Fig. 1: met4 routing
Drawn at 3 px/µm.
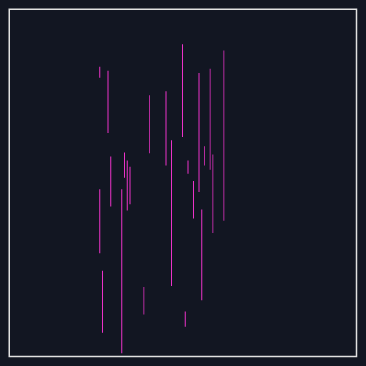
Fig. 2: clock distribution
Drawn at 4 px/µm.
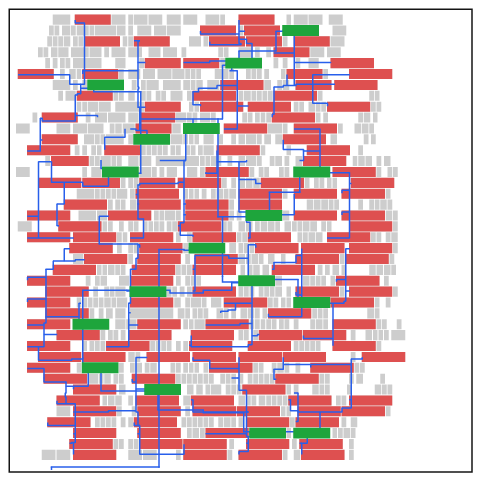
Fig. 3: congestion heat map
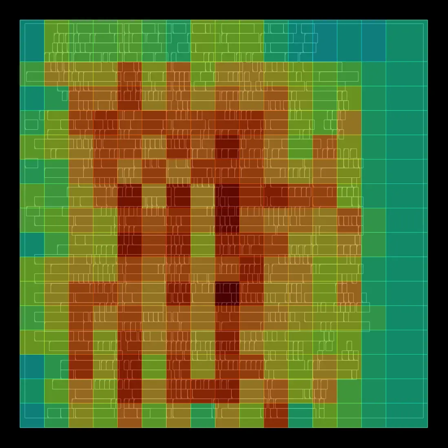
Fig. 4: PDN straps and rails
Drawn at 4 px/µm. Pins as bars on the die edge.
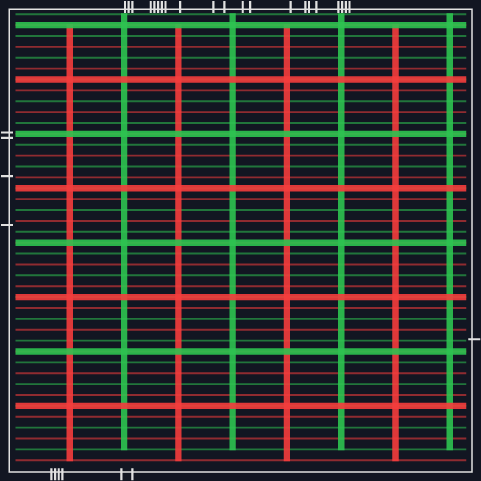
Fig. 5: cell density map
Drawn at 2 px/µm. The die is cut into 12 by 12 equal tiles; white is low, dark blue is high, 0 to 100% covered.
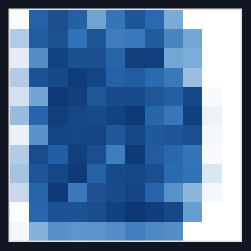
`src/rtl/sync_fifo_param_if.sv`:
```
// sync_fifo_param_if: write/read handshake, data, flags and count of one FIFO.
// master drives wr_en/wr_data/rd_en; slave (the FIFO) drives everything else.
interface sync_fifo_param_if #(
  parameter int DATA_W = 8,
  parameter int DEPTH  = 16
);
  localparam int ADDR_W = $clog2(DEPTH);

  logic              wr_en;
  logic [DATA_W-1:0] wr_data;
  logic              rd_en;
  logic [DATA_W-1:0] rd_data;
  logic              rd_valid;
  logic              full;
  logic              empty;
  logic              almost_full;
  logic              almost_empty;
  logic [ADDR_W:0]   count;
  logic              overflow;
  logic              underflow;

  modport master (
    output wr_en, wr_data, rd_en,
    input  rd_data, rd_valid, full, empty,
    input  almost_full, almost_empty, count,
    input  overflow, underflow
  );

  modport slave (
    input  wr_en, wr_data, rd_en,
    output rd_data, rd_valid, full, empty,
    output almost_full, almost_empty, count,
    output overflow, underflow
  );
endinterface

```
`src/rtl/sync_fifo_param.sv`:
```
// sync_fifo_param: single-clock FIFO, registered read or first-word-fall-through.
// Ports: clk, rst_n (async active-low), bus (sync_fifo_param_if.slave).
// Macro SYNC_FIFO_PARAM_FWFT_EN selects FWFT; default is one-cycle registered read.
module sync_fifo_param #(
  parameter int DATA_W = 8,
  parameter int DEPTH  = 16,
  parameter int AF_TH  = DEPTH - 2,
  parameter int AE_TH  = 2
) (
  input logic              clk,
  input logic              rst_n,
  sync_fifo_param_if.slave bus
);
  localparam int ADDR_W = $clog2(DEPTH);
  localparam logic [ADDR_W:0] ONE  = (ADDR_W+1)'(1);
  localparam logic [ADDR_W:0] AF_V = (ADDR_W+1)'(AF_TH);
  localparam logic [ADDR_W:0] AE_V = (ADDR_W+1)'(AE_TH);

  logic [DATA_W-1:0] mem_q [DEPTH];
  logic [ADDR_W:0]   wr_ptr_q, wr_ptr_d;
  logic [ADDR_W:0]   rd_ptr_q, rd_ptr_d;
  logic [ADDR_W:0]   count_q, count_d;
  logic              ovf_q, unf_q;
  logic              empty, full;
  logic              wr_acc, rd_acc;

  // Extra pointer MSB tells a full ring from an empty one.
  assign empty = (wr_ptr_q == rd_ptr_q);
  assign full  = (wr_ptr_q[ADDR_W] != rd_ptr_q[ADDR_W]) &&
                 (wr_ptr_q[ADDR_W-1:0] == rd_ptr_q[ADDR_W-1:0]);

  // Acceptance looks only at registered flags: a full FIFO
  // refuses a write even when a read frees a slot this cycle.
  assign wr_acc = bus.wr_en && !full;
  assign rd_acc = bus.rd_en && !empty;

  always_comb begin
    wr_ptr_d = wr_acc ? wr_ptr_q + ONE : wr_ptr_q;
    rd_ptr_d = rd_acc ? rd_ptr_q + ONE : rd_ptr_q;
    count_d  = count_q;
    unique case (1'b1)
      (wr_acc && !rd_acc): count_d = count_q + ONE;
      (rd_acc && !wr_acc): count_d = count_q - ONE;
      default:             count_d = count_q;
    endcase
  end

  always_ff @(posedge clk or negedge rst_n) begin
    if (!rst_n) begin
      wr_ptr_q <= '0;
      rd_ptr_q <= '0;
      count_q  <= '0;
      ovf_q    <= 1'b0;
      unf_q    <= 1'b0;
    end else begin
      wr_ptr_q <= wr_ptr_d;
      rd_ptr_q <= rd_ptr_d;
      count_q  <= count_d;
      ovf_q    <= bus.wr_en && full;
      unf_q    <= bus.rd_en && empty;
    end
  end

  // Storage is never cleared; reset only rewinds the pointers.
  always_ff @(posedge clk) begin
    if (wr_acc && rst_n)
      mem_q[wr_ptr_q[ADDR_W-1:0]] <= bus.wr_data;
  end

`ifdef SYNC_FIFO_PARAM_FWFT_EN
  // Head word shown straight from storage; rd_en just pops it.
  assign bus.rd_data  = empty ? '0 : mem_q[rd_ptr_q[ADDR_W-1:0]];
  assign bus.rd_valid = !empty;
`else
  logic [DATA_W-1:0] rd_data_q;
  logic              rd_valid_q;

  always_ff @(posedge clk or negedge rst_n) begin
    if (!rst_n) begin
      rd_data_q  <= '0;
      rd_valid_q <= 1'b0;
    end else begin
      rd_valid_q <= rd_acc;
      if (rd_acc)
        rd_data_q <= mem_q[rd_ptr_q[ADDR_W-1:0]];
    end
  end

  assign bus.rd_data  = rd_data_q;
  assign bus.rd_valid = rd_valid_q;
`endif

  assign bus.full         = full;
  assign bus.empty        = empty;
  assign bus.count        = count_q;
  assign bus.almost_full  = (count_q >= AF_V);
  assign bus.almost_empty = (count_q <= AE_V);
  assign bus.overflow     = ovf_q;
  assign bus.underflow    = unf_q;
endmodule
```
`src/flat_wrapper.sv`:
```
// flat-port wrapper written by rule: the top's interface ports become plain ports
module sync_fifo_param_flat 
#(
  parameter int DATA_W = 8,
  parameter int DEPTH  = 16,
  parameter int AF_TH  = DEPTH - 2,
  parameter int AE_TH  = 2
)
  (clk, rst_n, bus_wr_en, bus_wr_data, bus_rd_en, bus_rd_data, bus_rd_valid, bus_full, bus_empty, bus_almost_full, bus_almost_empty, bus_count, bus_overflow, bus_underflow);
  sync_fifo_param_if #(.DATA_W(DATA_W), .DEPTH(DEPTH)) bus_i ();
  input logic clk;
  input logic rst_n;
  input wire logic [$bits(bus_i.wr_en)-1:0] bus_wr_en;
  input wire logic [$bits(bus_i.wr_data)-1:0] bus_wr_data;
  input wire logic [$bits(bus_i.rd_en)-1:0] bus_rd_en;
  output wire logic [$bits(bus_i.rd_data)-1:0] bus_rd_data;
  output wire logic [$bits(bus_i.rd_valid)-1:0] bus_rd_valid;
  output wire logic [$bits(bus_i.full)-1:0] bus_full;
  output wire logic [$bits(bus_i.empty)-1:0] bus_empty;
  output wire logic [$bits(bus_i.almost_full)-1:0] bus_almost_full;
  output wire logic [$bits(bus_i.almost_empty)-1:0] bus_almost_empty;
  output wire logic [$bits(bus_i.count)-1:0] bus_count;
  output wire logic [$bits(bus_i.overflow)-1:0] bus_overflow;
  output wire logic [$bits(bus_i.underflow)-1:0] bus_underflow;
  assign bus_i.wr_en = bus_wr_en;
  assign bus_i.wr_data = bus_wr_data;
  assign bus_i.rd_en = bus_rd_en;
  assign bus_rd_data = bus_i.rd_data;
  assign bus_rd_valid = bus_i.rd_valid;
  assign bus_full = bus_i.full;
  assign bus_empty = bus_i.empty;
  assign bus_almost_full = bus_i.almost_full;
  assign bus_almost_empty = bus_i.almost_empty;
  assign bus_count = bus_i.count;
  assign bus_overflow = bus_i.overflow;
  assign bus_underflow = bus_i.underflow;
  sync_fifo_param #(.DATA_W(DATA_W), .DEPTH(DEPTH), .AF_TH(AF_TH), .AE_TH(AE_TH)) u_core (.clk(clk), .rst_n(rst_n), .bus(bus_i));
endmodule
```
`config.mk`:
```
export PLATFORM = sky130hd
export DESIGN_NAME = sync_fifo_param_flat
export DESIGN_NICKNAME = d
export VERILOG_FILES = /design/src/rtl/sync_fifo_param_if.sv /design/src/rtl/sync_fifo_param.sv /design/src/flat_wrapper.sv
export SDC_FILE = /design/constraint.sdc
export NUM_CORES = 1
export LEC_CHECK = 0
export ABC_AREA = 1
export CORE_UTILIZATION = 55
export DETAILED_ROUTE_END_ITERATION = 8
export MAX_ROUTING_LAYER = met4
export PLACE_DENSITY = 0.86
export SKIP_LAST_GASP = 1
export SYNTH_ARGS = -nofsm -noshare
export SYNTH_HDL_FRONTEND = slang
export SYNTH_SLANG_ARGS = --single-unit
```
`constraint.sdc`:
```
create_clock -name clk -period 2.7 [get_ports clk]
set_input_delay 0.54 -clock clk [delete_from_list [all_inputs] [get_ports clk]]
set_output_delay 0.54 -clock clk [all_outputs]
set_load 0.01 [all_outputs]
```
==> impl_metrics.env <==
# flow metrics
export IMPL_outcome="finished clean"
export IMPL_path_class="flop to primary output"
export IMPL_placed_cells=953
export IMPL_n_antenna_cell=0
export IMPL_place_congestion=0.850
export IMPL_ys_sh_xor=0.0149
export IMPL_drive_gt1_frac=0.0886
export IMPL_endpoint="bus_full"
export IMPL_die_area_um2=13300
export IMPL_hold_buffers=0
export IMPL_drt_iter0_drc=574
export IMPL_ctsResizeCount=0
export IMPL_clock_sinks=154
export IMPL_hp_class="flop to flop"
export IMPL_min_period_over_period=0.980
export IMPL_p_leak_uw=0.00380
export IMPL_grtUsageMet2=0.419
export IMPL_slowest_delay_ns=0.53
export IMPL_arrival_ns=2.11
export IMPL_ys_types=27
export IMPL_ys_warn_count=0
export IMPL_synth_area_mux_share=0
export IMPL_synth_cells=746
export IMPL_drcViolationCount=0
export IMPL_grt_pass1_wl_um=25300
export IMPL_hold_viol=0
export IMPL_tightest_slew_ns=0.724
export IMPL_ys_ff=154
export IMPL_fin_crit_ns=2.65
export IMPL_postCtsSetupBuffers=0
export IMPL_crit_required_ns=2.16
export IMPL_grtUsageMet3=0.0543
export IMPL_drv_slew=0
export IMPL_dpl_hpwl_um=9590
export IMPL_r2r_start="u_core.wr_ptr_q[1]"
export IMPL_htree_num_levels=4
export IMPL_cts_buffer_depth=2
export IMPL_dr_pass1_iters=5
export IMPL_synth_net_count=768
export IMPL_ys_cells=746
export IMPL_cts_made_buffers=17
export IMPL_antenna_found_initial=0
export IMPL_area_growth_pct=17.1
export IMPL_fa_ha_area_frac=0.0188
export IMPL_setup_viol=0
export IMPL_ant_nets=0
export IMPL_warnings=29
export IMPL_critPathMaxFanout=6
export IMPL_yosys_area_share_aoi=0.00922
export IMPL_crit_start="u_core.wr_ptr_q[1]"
export IMPL_ys_seq_frac=0.637
export IMPL_finalNonFillerCells=985
export IMPL_cts_tree="yes"
export IMPL_fmax_ghz=0.378
export IMPL_r2r_end="u_core.bus.count[4]"
export IMPL_rrSetupSlack_ns=0.19
export IMPL_p_per_area_nw_per_um2=1020
export IMPL_portBuffers=31
export IMPL_rr_worst_depth=15
export IMPL_ios=32
export IMPL_grt_pass1_vias=4966
export IMPL_lay_top_count="nand2_1"
export IMPL_start_kind="flop"
export IMPL_yosys_area_share_simple=0.226
export IMPL_crit_chain="inv_1 -> nand2_1 -> a21oi_2 -> nand3b_4 -> inv_1 -> clkdlybuf4s50_1"
export IMPL_overflow=0
export IMPL_num_rows=41
export IMPL_dp_worst_setup_slack_ns=0.104
export IMPL_crit_path_end_kind="primary output"
export IMPL_slowest_stage="clkdlybuf4s50_1"
export IMPL_hold_depth=2
export IMPL_ctsRootBufferMaster="clkbuf_16"
export IMPL_final_setup_worst_slack_ns=0.0543
export IMPL_cp_common_cell="inv_1"
export IMPL_syn_cell_area_um2=7060
export IMPL_grt_max_degree=66
export IMPL_layout_top_cells="nand2_1, inv_1, edfxtp_1, nand3_1, clkdlybuf4s50_1"
-- Fig. 1 (at the start) --
share of all routed wire: 3.2%
wire length on this layer: 516 µm
longest straight run: 56.4 µm
Vias: 5125
Final Routed Wirelength: 16200 µm

-- Fig. 2 (at the start) --
legend:
  green:
    item: clock-net drivers
    count: 17
  red:
    item: flip-flops
    count: 154
  blue:
    item: clock wires
    length: 1680 µm
flops lie: widely spread
routed clock nets: 18
final setup skew: 0.00559 ns
Latency at later pin: 0.42 ns
clock share of power: 0.268
clock network power: 2260 µW

-- Fig. 3 (at the start) --
Routed WL per cell: 16.4 µm
met1 usage: 0.342
Top Usage Layer GRT: met2
final core utilization: 0.657

-- Fig. 4 (at the start) --
legend:
  red:
    net: VSS
  green:
    net: VDD
met5 straps: 8
signal pins: 32
vertical die size: 115 µm
die width: 115 µm
core area: 12600 µm²
peak supply drop: 0.624 mV

-- Fig. 5 (at the start) --
tiles over 75% full: 52%
fullest tile: 97%
mean over tiles: 61%
nearly empty tiles: 15%
emptiest ninth of the die: north-east
Initial Util: 0.562

-- final cells by class --
cell class / instances / area [µm²] / area share
sequential: 154 / 4500 / 0.544
multi-input combinational: 422 / 1910 / 0.232
inverter: 144 / 541 / 0.0654
timing repair buffer: 61 / 536 / 0.0648
clock buffer: 18 / 429 / 0.0519
tap: 172 / 215 / 0.0260
clock inverter: 14 / 131 / 0.0159
-- worst min-delay path by stage --
stage | from | endpoint | slack, ns
detailed placement | u_core.bus.rd_data[0] | u_core.bus.rd_data[0] | 0.46
finish | u_core.bus.rd_data[6] | u_core.bus.rd_data[6] | 0.49
floorplan | rst_n | u_core.bus.count[0] | 0.24
global route | u_core.bus.rd_data[0] | u_core.bus.rd_data[0] | 0.51
global placement | u_core.bus.rd_data[5] | u_core.bus.rd_data[5] | 0.47
CTS | u_core.bus.rd_data[0] | u_core.bus.rd_data[0] | 0.49
-- critical path, delay by kind of cell, from the launching register on --
family | cells | cell delay, ns
buffers and inverters | 3 | 0.76
DFF | 1 | 0.45
and+or+nand+nor | 2 | 0.24
AOI/OAI and AO/OA | 1 | 0.24
-- registers in the layout (all words and copies together), names as in the netlist --
| register | flops |
|---|---|
| u_core.bus.count | 5 |
| u_core.bus.overflow | 1 |
| u_core.bus.rd_data | 8 |
| u_core.bus.rd_valid | 1 |
| u_core.bus.underflow | 1 |
| u_core.mem_q | 128 |
| u_core.wr_ptr_q | 5 |
| u_core.rd_ptr_q | 5 |
-- cell families (layout without fill, tap and decap cells) --
group,count (synthesis),in the layout
simple gates,390,390
xor+xnor,12,12
buf+inv,170,237
fa+ha+maj,10,10
compound gates,10,10
flops,154,154
-- cells in the mapped netlist, drive strengths merged --
cell type | n | area share
clkinv | 2 | 0.0011
fa | 1 | 0.0028
o21bai | 1 | 0.0011
nand3 | 85 | 0.062
xor2 | 5 | 0.0062
buf | 19 | 0.015
ha | 9 | 0.016
a2111oi | 1 | 0.0012
inv | 142 | 0.076
xnor2 | 7 | 0.0087
a31oi | 1 | 0.00089
edfxtp | 128 | 0.54
o21ai | 3 | 0.0021
a31o | 1 | 0.0012
nor2 | 25 | 0.013
nand3b | 1 | 0.0016
a21oi | 3 | 0.0027
dfrtp | 26 | 0.092
clkbuf | 7 | 0.0037
nand2 | 279 | 0.15
-- per-stage QoR --
stage	power (µW)	TNS (ns)	area, µm²	hold WS (ns)
after floorplan	5030	0	7060	0.244
after global placement	5940	0	7680	0.468
after detailed placement	6050	0	7680	0.464
after CTS	8340	0	8240	0.493
after global routing	8860	-0.0110	8260	0.505
final	8430	0	8260	0.490
-- metal layers --
| metal | wire length (µm) | vias to the layer above |
|---|---|---|
| met3 | 1370 | 48 |
| met2 | 8020 | 282 |
| met4 | 516 | 0 |
| li1 | - | 2431 |
| met1 | 6260 | 2364 |
| met5 | 0 | - |
-- report_power, final --
part | total (µW) | leakage (µW) | switching (µW) | internal (µW)
Combinational | 3110 | 0.00206 | 2010 | 1100
Clock | 2260 | 0.000268 | 917 | 1340
Sequential | 3070 | 0.00148 | 216 | 2850
Total | 8430 | 0.00380 | 3140 | 5290
Power is estimated from default activity; no workload was simulated.
